## src/rtl/alu_arbiter.sv

```systemverilog
// Two-requester front end for a shared combinational ALU.
// Round-robin grant, registered operands, one-cycle ack pulse per operation.
module alu_arbiter #(
  parameter int WIDTH = 32
) (
  input  logic             clk,
  input  logic             rst_n,
  input  logic             req0,
  input  logic             req1,
  input  logic [WIDTH-1:0] a0,
  input  logic [WIDTH-1:0] b0,
  input  logic [2:0]       op0,
  input  logic [WIDTH-1:0] a1,
  input  logic [WIDTH-1:0] b1,
  input  logic [2:0]       op1,
  output logic [WIDTH-1:0] alu_a,
  output logic [WIDTH-1:0] alu_b,
  output logic [2:0]       alu_control,
  input  logic [WIDTH-1:0] alu_result,
  input  logic             alu_zero,
  output logic             ack0,
  output logic             ack1,
  output logic [WIDTH-1:0] result,
  output logic             zero,
  output logic             err,
  output logic             busy
);

  typedef enum logic [1:0] {
    IDLE = 2'd0,
    EXEC = 2'd1,
    DONE = 2'd2
  } state_t;

  state_t state_reg, state_next;

  logic             last_grant_reg;
  logic             grant_reg;
  logic             illegal_reg;
  logic [1:0]       req_vec;
  logic [1:0]       legal_vec;
  logic [2:0]       op_vec [2];
  logic [WIDTH-1:0] a_vec  [2];
  logic [WIDTH-1:0] b_vec  [2];
  logic             grant_sel;
  logic             load_ops;
  logic             capture;

  assign req_vec   = {req1, req0};
  assign op_vec[0] = op0;
  assign op_vec[1] = op1;
  assign a_vec[0]  = a0;
  assign a_vec[1]  = a1;
  assign b_vec[0]  = b0;
  assign b_vec[1]  = b1;

  genvar gi;
  generate
    for (gi = 0; gi < 2; gi++) begin : g_legal
      assign legal_vec[gi] = (op_vec[gi] == 3'b000) || (op_vec[gi] == 3'b001) ||
                             (op_vec[gi] == 3'b010) || (op_vec[gi] == 3'b110) ||
                             (op_vec[gi] == 3'b111);
    end
  endgenerate

  // On a tie, favour whoever did not win last time.
  always_comb begin
    grant_sel = 1'b0;
    if (req_vec == 2'b11)
      grant_sel = ~last_grant_reg;
    else
      grant_sel = req_vec[1];
  end

  always_ff @(posedge clk or negedge rst_n) begin
    if (!rst_n)
      state_reg <= IDLE;
    else
      state_reg <= state_next;
  end

  always_comb begin
    state_next = state_reg;
    case (state_reg)
      IDLE:    if (|req_vec) state_next = EXEC;
      EXEC:    state_next = DONE;
      DONE:    state_next = IDLE;
      default: state_next = IDLE;
    endcase
  end

  always_comb begin
    busy     = 1'b0;
    load_ops = 1'b0;
    capture  = 1'b0;
    case (state_reg)
      IDLE:    load_ops = |req_vec;
      EXEC: begin
        busy    = 1'b1;
        capture = 1'b1;
      end
      DONE:    busy = 1'b1;
      default: ;
    endcase
  end

  always_ff @(posedge clk or negedge rst_n) begin
    if (!rst_n) begin
      last_grant_reg <= 1'b1;
      grant_reg      <= 1'b0;
      illegal_reg    <= 1'b0;
      alu_a          <= '0;
      alu_b          <= '0;
      alu_control    <= 3'b000;
    end else if (load_ops) begin
      last_grant_reg <= grant_sel;
      grant_reg      <= grant_sel;
      illegal_reg    <= ~legal_vec[grant_sel];
      alu_a          <= a_vec[grant_sel];
      alu_b          <= b_vec[grant_sel];
      // Illegal codes still run the ALU as ADD; the result is overridden at capture.
      alu_control    <= legal_vec[grant_sel] ? op_vec[grant_sel] : 3'b010;
    end
  end

  always_ff @(posedge clk or negedge rst_n) begin
    if (!rst_n) begin
      result <= '0;
      zero   <= 1'b0;
      ack0   <= 1'b0;
      ack1   <= 1'b0;
      err    <= 1'b0;
    end else if (capture) begin
      result <= illegal_reg ? '0 : alu_result;
      zero   <= illegal_reg ? 1'b1 : alu_zero;
      ack0   <= ~grant_reg;
      ack1   <= grant_reg;
      err    <= illegal_reg;
    end else begin
      ack0   <= 1'b0;
      ack1   <= 1'b0;
      err    <= 1'b0;
    end
  end

endmodule

```

## config.mk

```make
export PLATFORM = sky130hd
export DESIGN_NAME = alu_arbiter
export DESIGN_NICKNAME = d
export VERILOG_FILES = /design/src/rtl/alu_arbiter.sv
export SDC_FILE = /design/constraint.sdc
export NUM_CORES = 1
export LEC_CHECK = 0
export ABC_AREA = 1
export CORE_MARGIN = 2
export CORE_UTILIZATION = 43
export CTS_BUF_LIST = sky130_fd_sc_hd__clkbuf_8
export CTS_CLUSTER_DIAMETER = 100
export DETAILED_ROUTE_END_ITERATION = 10
export GPL_TIMING_DRIVEN = 1
export HOLD_SLACK_MARGIN = 0.05
export PLACE_DENSITY = 0.89
export SLEW_MARGIN = 20
export SYNTH_ARGS = -nofsm -noshare
export SYNTH_HDL_FRONTEND = slang
export SYNTH_SLANG_ARGS = --single-unit
```

## constraint.sdc

```tcl
create_clock -name clk -period 2.3 [get_ports clk]
set_input_delay 0.46 -clock clk [delete_from_list [all_inputs] [get_ports clk]]
set_output_delay 0.46 -clock clk [all_outputs]
set_load 0.03 [all_outputs]
```

Fig. 1: gate families picked out
Bar = 20 um.
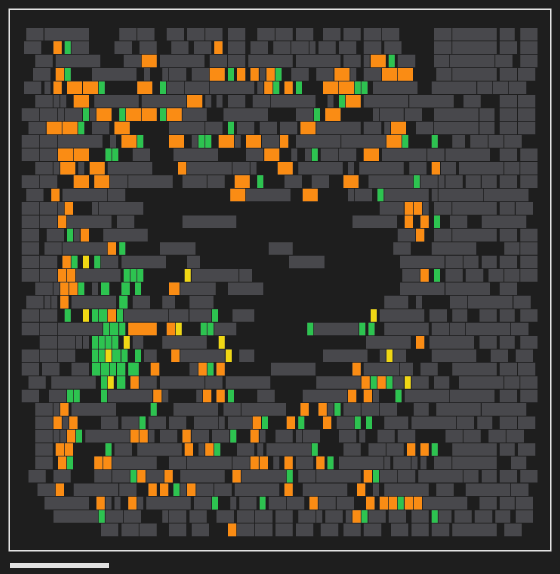
color	family	cells
yellow	inv cells	12
green	nand cells	105
orange	aoi and oai cells	135
tally of non-filler cells in the final layout: 907
most frequent logic cell in the layout: clkdlybuf4s50_1
multi-input gate share of total cell area: 0.235

Fig. 2: cell classes on the final placement
Bar = 20 um.
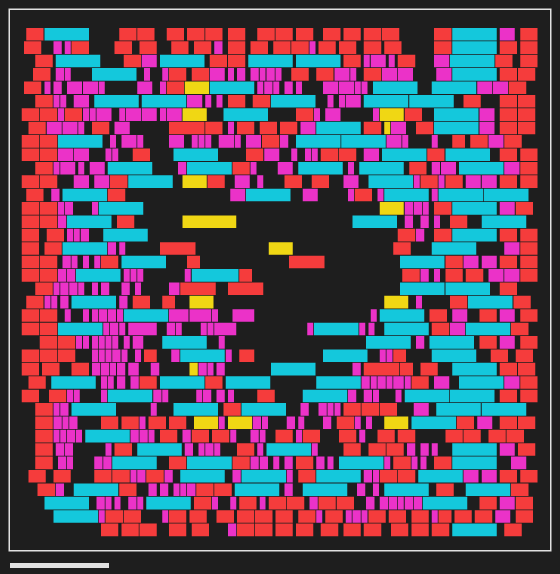
color	class	cells	share of their area
magenta	combinational and other logic	358	25%
cyan	sequential cells	108	35%
yellow	clock drivers and dummy loads	14	2.5%
red	remaining buffers and delay cells	287	38%
core utilization of the finished layout: 0.727
flip-flop and latch share of the layout cell area: 0.343

Fig. 3: the clock network
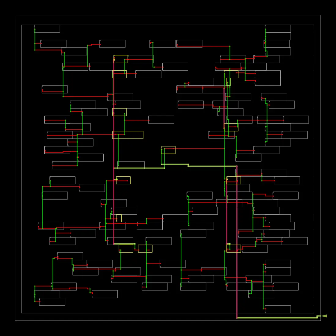
Sinks on Clock Net: 108
Clock Skew: 7.31 ps

Fig. 4: clock wires, drivers and flops
Bar = 20 um.
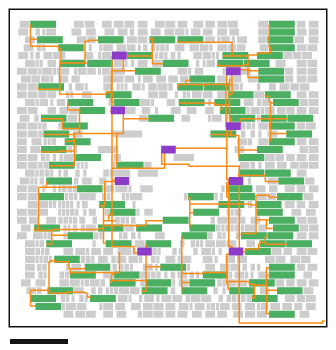
[purple] clock drivers | count: 9
[green] flip-flops | count: 108
[orange] clock wires | length: 1280 um
flops lie	all over the die
clock power share: 0.107
Clk. pwr: 1.16 mW

==> worst min-delay path by stage <==
stage / cells past startpoint / endpoint / slack, ps
after floorplan: 0 / ack0 / 160
after global placement: 1 / ack0 / 450
after detailed placement: 1 / ack0 / 450
after CTS: 1 / result[5] / 60
after global routing: 1 / result[5] / 80
final: 1 / result[5] / 60
==> per-stage QoR <==
stage	instances	hold slack [ps]	utilization
2_1_floorplan	500	164	-
3_3_place_gp	893	446	0.709
3_5_place_dp	893	445	0.709
4_1_cts	907	62.5	0.727
5_1_grt	907	80.8	0.727
6_report	907	64.1	0.727
==> where the power goes <==
part	internal, mW	total [mW]	switching (mW)
registers	2.81	3.32	0.513
logic	2.64	6.36	3.71
clock network	0.547	1.16	0.609
total	6.00	10.8	4.83
==> results.txt <==
Flow results.

- The run finished with clean final reports.
- Per the repair_timing log after CTS, setup buffers inserted total 0.
- The setup slack of the worst register-to-register path is 540 ps.
- The required time at the endpoint of the critical path is ~1800 ps.
- The initialized floorplan defines 38 standard-cell rows.
- The first detailed-routing pass ran for 4 iterations.
- The placement-stage worst setup slack is around 270 ps.
- The TritonCTS clock tree is built.
- The total DRC errors in the routed layout is 0.
- The leakage dissipation is roughly 3.4 nW.
- The number of buffers and inverters on the critical path is 2.
- For this block, the via count after detailed routing is around 4.7k.
- The number of buffers on the longest clock path is 2.
- The registers of the reported paths see a clock transition of around 90 ps.
- met1 track demand over resource after global routing is 0.299.
- The number of diodes is 0.
- The worst VDD IR drop from the latest analysis is roughly 770 uV.
- After the first detailed-routing iteration, the DRC count stood at 300.
- The number of nets in the synthesized netlist is between 600 and 700.
- Per the layout report, the design carries approximately 290 non-clock buffers.
- The cell sequence reported for the critical path is inv_1, ha_1, dlygate4sd2_1.
- The largest delay contributor family on the critical path is buffers and inverters.
- The share of the synthesized area in the top cell type is 0.558.
- Sequential cells placed in the final layout were counted as about 110.
- The region available for standard cell placement spans 0.0108 mm^2.
- The maximum net fanout on the critical path is 3.
- The top cell type by total area after synthesis is dfrtp_1.
- The slowest cell on the critical path is dlygate4sd2_1.
- The worst flop-to-flop path startpoint is state_reg[0].
- For this sky-water flow run, the detailed-routed wirelength per cell is reported as approximately 17 um.
- The upper clock frequency limit is approximately 500 MHz.
- The final-report setup violation count is 0.
- The count of hold-fix buffers inserted at cts is 0.
- The worst setup path is of the flop to output pin kind.
- CTS built an H-tree with a depth of 3.
Power is estimated from default activity; no workload was simulated.
